[src/rtl/spi_tx_sched.sv]
// Queues 10-bit LCD words and issues them to the SPI driver one at a time,
// tracking completion through the driver's chip-select and enforcing an idle gap.
module spi_tx_sched #(
    parameter int DEPTH      = 16,
    parameter int ADDR_W     = 4,
    parameter int GAP_CYCLES = 8,
    parameter int TIMEOUT    = 64
) (
    input  logic              clk,
    input  logic              reset,
    input  logic              wr_en,
    input  logic [9:0]        wr_data,
    input  logic              clr_err,
    input  logic              spi_cs_n,
    output logic              spi_start,
    output logic [9:0]        spi_din,
    output logic              full,
    output logic              empty,
    output logic [ADDR_W:0]   level,
    output logic              busy,
    output logic              overflow,
    output logic              timeout_err
);
    localparam logic [1:0] ST_IDLE      = 2'd0;
    localparam logic [1:0] ST_WAIT_LOW  = 2'd1;
    localparam logic [1:0] ST_WAIT_HIGH = 2'd2;
    localparam logic [1:0] ST_GAP       = 2'd3;

    localparam logic [7:0]      TMO_LAST  = 8'(TIMEOUT - 1);
    localparam logic [7:0]      GAP_LAST  = 8'(GAP_CYCLES - 1);
    localparam logic [ADDR_W:0] DEPTH_LVL = (ADDR_W + 1)'(DEPTH);

    logic [9:0]        fifo_mem_q [DEPTH];
    logic [ADDR_W-1:0] wr_ptr_q, wr_ptr_d;
    logic [ADDR_W-1:0] rd_ptr_q, rd_ptr_d;
    logic [ADDR_W:0]   level_q, level_d;
    logic [1:0]        state_q, state_d;
    logic [7:0]        tmo_cnt_q, tmo_cnt_d;
    logic [7:0]        gap_cnt_q, gap_cnt_d;
    logic              spi_start_q, spi_start_d;
    logic [9:0]        spi_din_q, spi_din_d;
    logic              overflow_q, overflow_d;
    logic              timeout_err_q, timeout_err_d;

    logic              full_w;
    logic              empty_w;
    logic              push_ok;
    logic              pop;
    logic              tmo_hit;
    logic [9:0]        head_word;

    assign full_w    = (level_q == DEPTH_LVL);
    assign empty_w   = (level_q == '0);
    // A push against a full FIFO is dropped even if a pop frees a slot this cycle.
    assign push_ok   = wr_en && !full_w;
    assign pop       = (state_q == ST_IDLE) && !empty_w;
    assign head_word = fifo_mem_q[rd_ptr_q];

    always_comb begin
        wr_ptr_d = wr_ptr_q;
        rd_ptr_d = rd_ptr_q;
        level_d  = level_q;
        if (push_ok) begin
            wr_ptr_d = wr_ptr_q + 1'b1;
        end
        if (pop) begin
            rd_ptr_d = rd_ptr_q + 1'b1;
        end
        if (push_ok && !pop) begin
            level_d = level_q + 1'b1;
        end else if (!push_ok && pop) begin
            level_d = level_q - 1'b1;
        end
    end

    always_comb begin
        state_d     = state_q;
        tmo_cnt_d   = tmo_cnt_q;
        gap_cnt_d   = gap_cnt_q;
        spi_start_d = 1'b0;
        spi_din_d   = spi_din_q;
        tmo_hit     = 1'b0;
        case (state_q)
            ST_IDLE: begin
                if (pop) begin
                    spi_start_d = 1'b1;
                    spi_din_d   = head_word;
                    tmo_cnt_d   = 8'd0;
                    gap_cnt_d   = 8'd0;
                    // Power-on commands never toggle CS, so skip straight to the gap.
                    state_d     = head_word[9] ? ST_GAP : ST_WAIT_LOW;
                end
            end
            ST_WAIT_LOW: begin
                if (!spi_cs_n) begin
                    state_d = ST_WAIT_HIGH;
                end else if (tmo_cnt_q == TMO_LAST) begin
                    tmo_hit   = 1'b1;
                    gap_cnt_d = 8'd0;
                    state_d   = ST_GAP;
                end else begin
                    tmo_cnt_d = tmo_cnt_q + 8'd1;
                end
            end
            ST_WAIT_HIGH: begin
                if (spi_cs_n) begin
                    gap_cnt_d = 8'd0;
                    state_d   = ST_GAP;
                end
            end
            ST_GAP: begin
                if (gap_cnt_q == GAP_LAST) begin
                    state_d = ST_IDLE;
                end else begin
                    gap_cnt_d = gap_cnt_q + 8'd1;
                end
            end
            default: begin
                state_d = ST_IDLE;
            end
        endcase
    end

    // Set events take priority over a simultaneous clear.
    always_comb begin
        overflow_d    = clr_err ? 1'b0 : overflow_q;
        timeout_err_d = clr_err ? 1'b0 : timeout_err_q;
        if (wr_en && full_w) begin
            overflow_d = 1'b1;
        end
        if (tmo_hit) begin
            timeout_err_d = 1'b1;
        end
    end

    always_ff @(posedge clk) begin
        if (push_ok) begin
            fifo_mem_q[wr_ptr_q] <= wr_data;
        end
    end

    always_ff @(posedge clk) begin
        if (reset) begin
            wr_ptr_q      <= '0;
            rd_ptr_q      <= '0;
            level_q       <= '0;
            state_q       <= ST_IDLE;
            tmo_cnt_q     <= 8'd0;
            gap_cnt_q     <= 8'd0;
            spi_start_q   <= 1'b0;
            spi_din_q     <= 10'd0;
            overflow_q    <= 1'b0;
            timeout_err_q <= 1'b0;
        end else begin
            wr_ptr_q      <= wr_ptr_d;
            rd_ptr_q      <= rd_ptr_d;
            level_q       <= level_d;
            state_q       <= state_d;
            tmo_cnt_q     <= tmo_cnt_d;
            gap_cnt_q     <= gap_cnt_d;
            spi_start_q   <= spi_start_d;
            spi_din_q     <= spi_din_d;
            overflow_q    <= overflow_d;
            timeout_err_q <= timeout_err_d;
        end
    end

    assign spi_start   = spi_start_q;
    assign spi_din     = spi_din_q;
    assign full        = full_w;
    assign empty       = empty_w;
    assign level       = level_q;
    assign busy        = (state_q != ST_IDLE) || !empty_w;
    assign overflow    = overflow_q;
    assign timeout_err = timeout_err_q;

endmodule

[config.mk]
export PLATFORM = sky130hd
export DESIGN_NAME = spi_tx_sched
export DESIGN_NICKNAME = d
export VERILOG_FILES = /design/src/rtl/spi_tx_sched.sv
export SDC_FILE = /design/constraint.sdc
export NUM_CORES = 1
export LEC_CHECK = 0
export CORE_ASPECT_RATIO = 0.8
export CORE_MARGIN = 8
export CORE_UTILIZATION = 58
export CTS_CLUSTER_SIZE = 10
export DETAILED_ROUTE_END_ITERATION = 8
export PLACE_DENSITY = 0.77
export SYNTH_ARGS = -nofsm -noshare
export SYNTH_HDL_FRONTEND = slang
export SYNTH_SLANG_ARGS = --single-unit
export TNS_END_PERCENT = 10
[constraint.sdc]
create_clock -name clk -period 4.79 [get_ports clk]
set_input_delay 0.7185 -clock clk [delete_from_list [all_inputs] [get_ports clk]]
set_output_delay 0.7185 -clock clk [all_outputs]
set_load 0.01 [all_outputs]
Fig. 1: metal 2
Scale bar: 50 um.
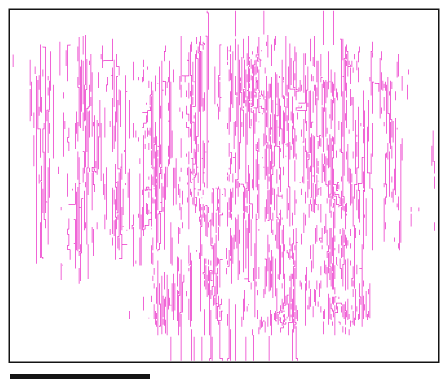
nets with wire on the layer	584
share of all routed wire	46%
wire length on this layer	8,530 um
main direction	vertical
longest straight run	66.6 um
Post-Route WL: 18.4 mm
via count: 5,158
M2 GR Usage: 0.309

Fig. 2: cell outlines without signal wires
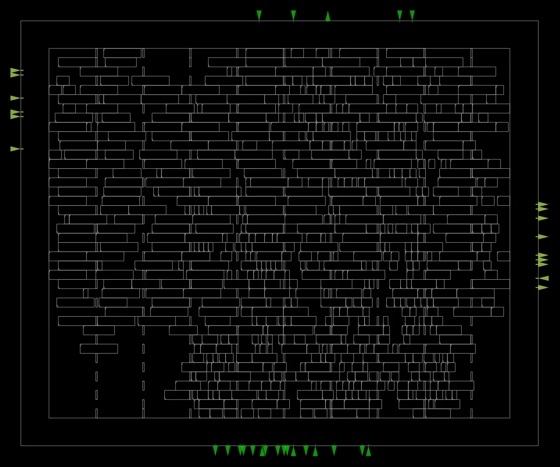
Fill cells: 968
Core ar.: 0.0148 mm^2
Non-Filler Instances: 849
flop share of the area: 0.587

Fig. 3: metal layers overlaid
Only two layers are drawn.
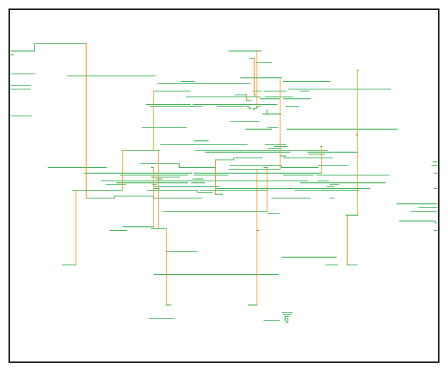
colour	layer	wire length
orange	M4	416 um
green	M3	1,570 um
GRT Total Usage: 0.190
routed wire length per instance: 21.6 um

Fig. 4: port wiring
Scale bar: 50 um.
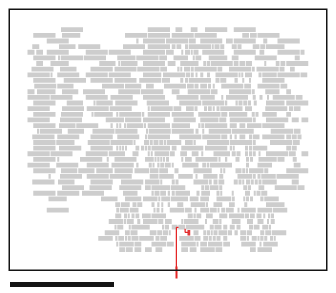
colour	port	bits	direction	edge	end cells	buffers	wire
red	`clr_err`	1	input	bottom	1	1	24.1 um
I/O Pins: 36
number of port buffers: 35

[layer usage]
| layer | part of all wire | GRT usage | wire, um | up-vias |
|---|---|---|---|---|
| met5 | 0 | 0 | 0 | - |
| met4 | 0.023 | 0.0540 | 415 | 0 |
| met3 | 0.085 | 0.0386 | 1570 | 40 |
| met2 | 0.46 | 0.309 | 8530 | 212 |
| met1 | 0.43 | 0.257 | 7840 | 2525 |
| li1 | - | - | - | 2381 |
[stage by stage]
step / hold slack [ns] / power [mW] / cells
finish: 0.481 / 5.15 / 849
global route: 0.496 / 5.38 / 849
CTS: 0.485 / 5.16 / 849
detailed placement: 0.477 / 3.55 / 805
global placement: 0.457 / 3.49 / 805
floorplan: 0.444 / 3.11 / 603
==> notes.md <==
impl run done, here's what came out: Iter 0 DRT Violations=approximately 580, cells after synthesis=603, VDD IR-drop max=0.000297 V, Setup crit end=level[4], Reg power frac=0.430, GRT overflow=0, Logic family by area=multiplexers, Synth top cells by count=edfxtp_1, dfxtp_1, nor2_1, a21oi_1, nand2_1, Synth cell types=60, status=complete, no violations, Pint=3.61 mW, R2R depth=11, top cells by area, synth=edfxtp_1, dfxtp_1, mux4_2, mux2i_1, ha_1, Area growth syn-to-layout=14.0%, CP Cell Sequence=or4_1 > o21a_1 > inv_2 > ha_1 > inv_1 > fa_1 > a21o_1 > a21oi_1 > xnor2_1 > or3_1 > a21oi_1, global-route wire length before repair=28.6 mm, Max-area cell share=0.557, Post-synth EDFFs=160, Die W=between 150 and 200 um, dpl hpwl=11.6 mm, Avg Cell Area, Syn=around 14 um^2, ys async rst share=0, Switch Pwr=1.54 mW, critical path class=register to register, fin worst setup slack=1.30 ns, Top delay family on crit path=simple AND/OR/NAND/NOR gates, worst-margin pin slew=~1.1 ns, Reg clk slew, reported paths=0.05 ns, Max Clock Freq=0.286 GHz, clk_skew=0.00750 ns, final instance area=around 0.0098 mm^2, Synth Net Count=634, largest class=flip-flops and latches, utilization after layout=0.666, Simple-Gate Area Share=0.0889
Power and IR drop assume default switching activity.
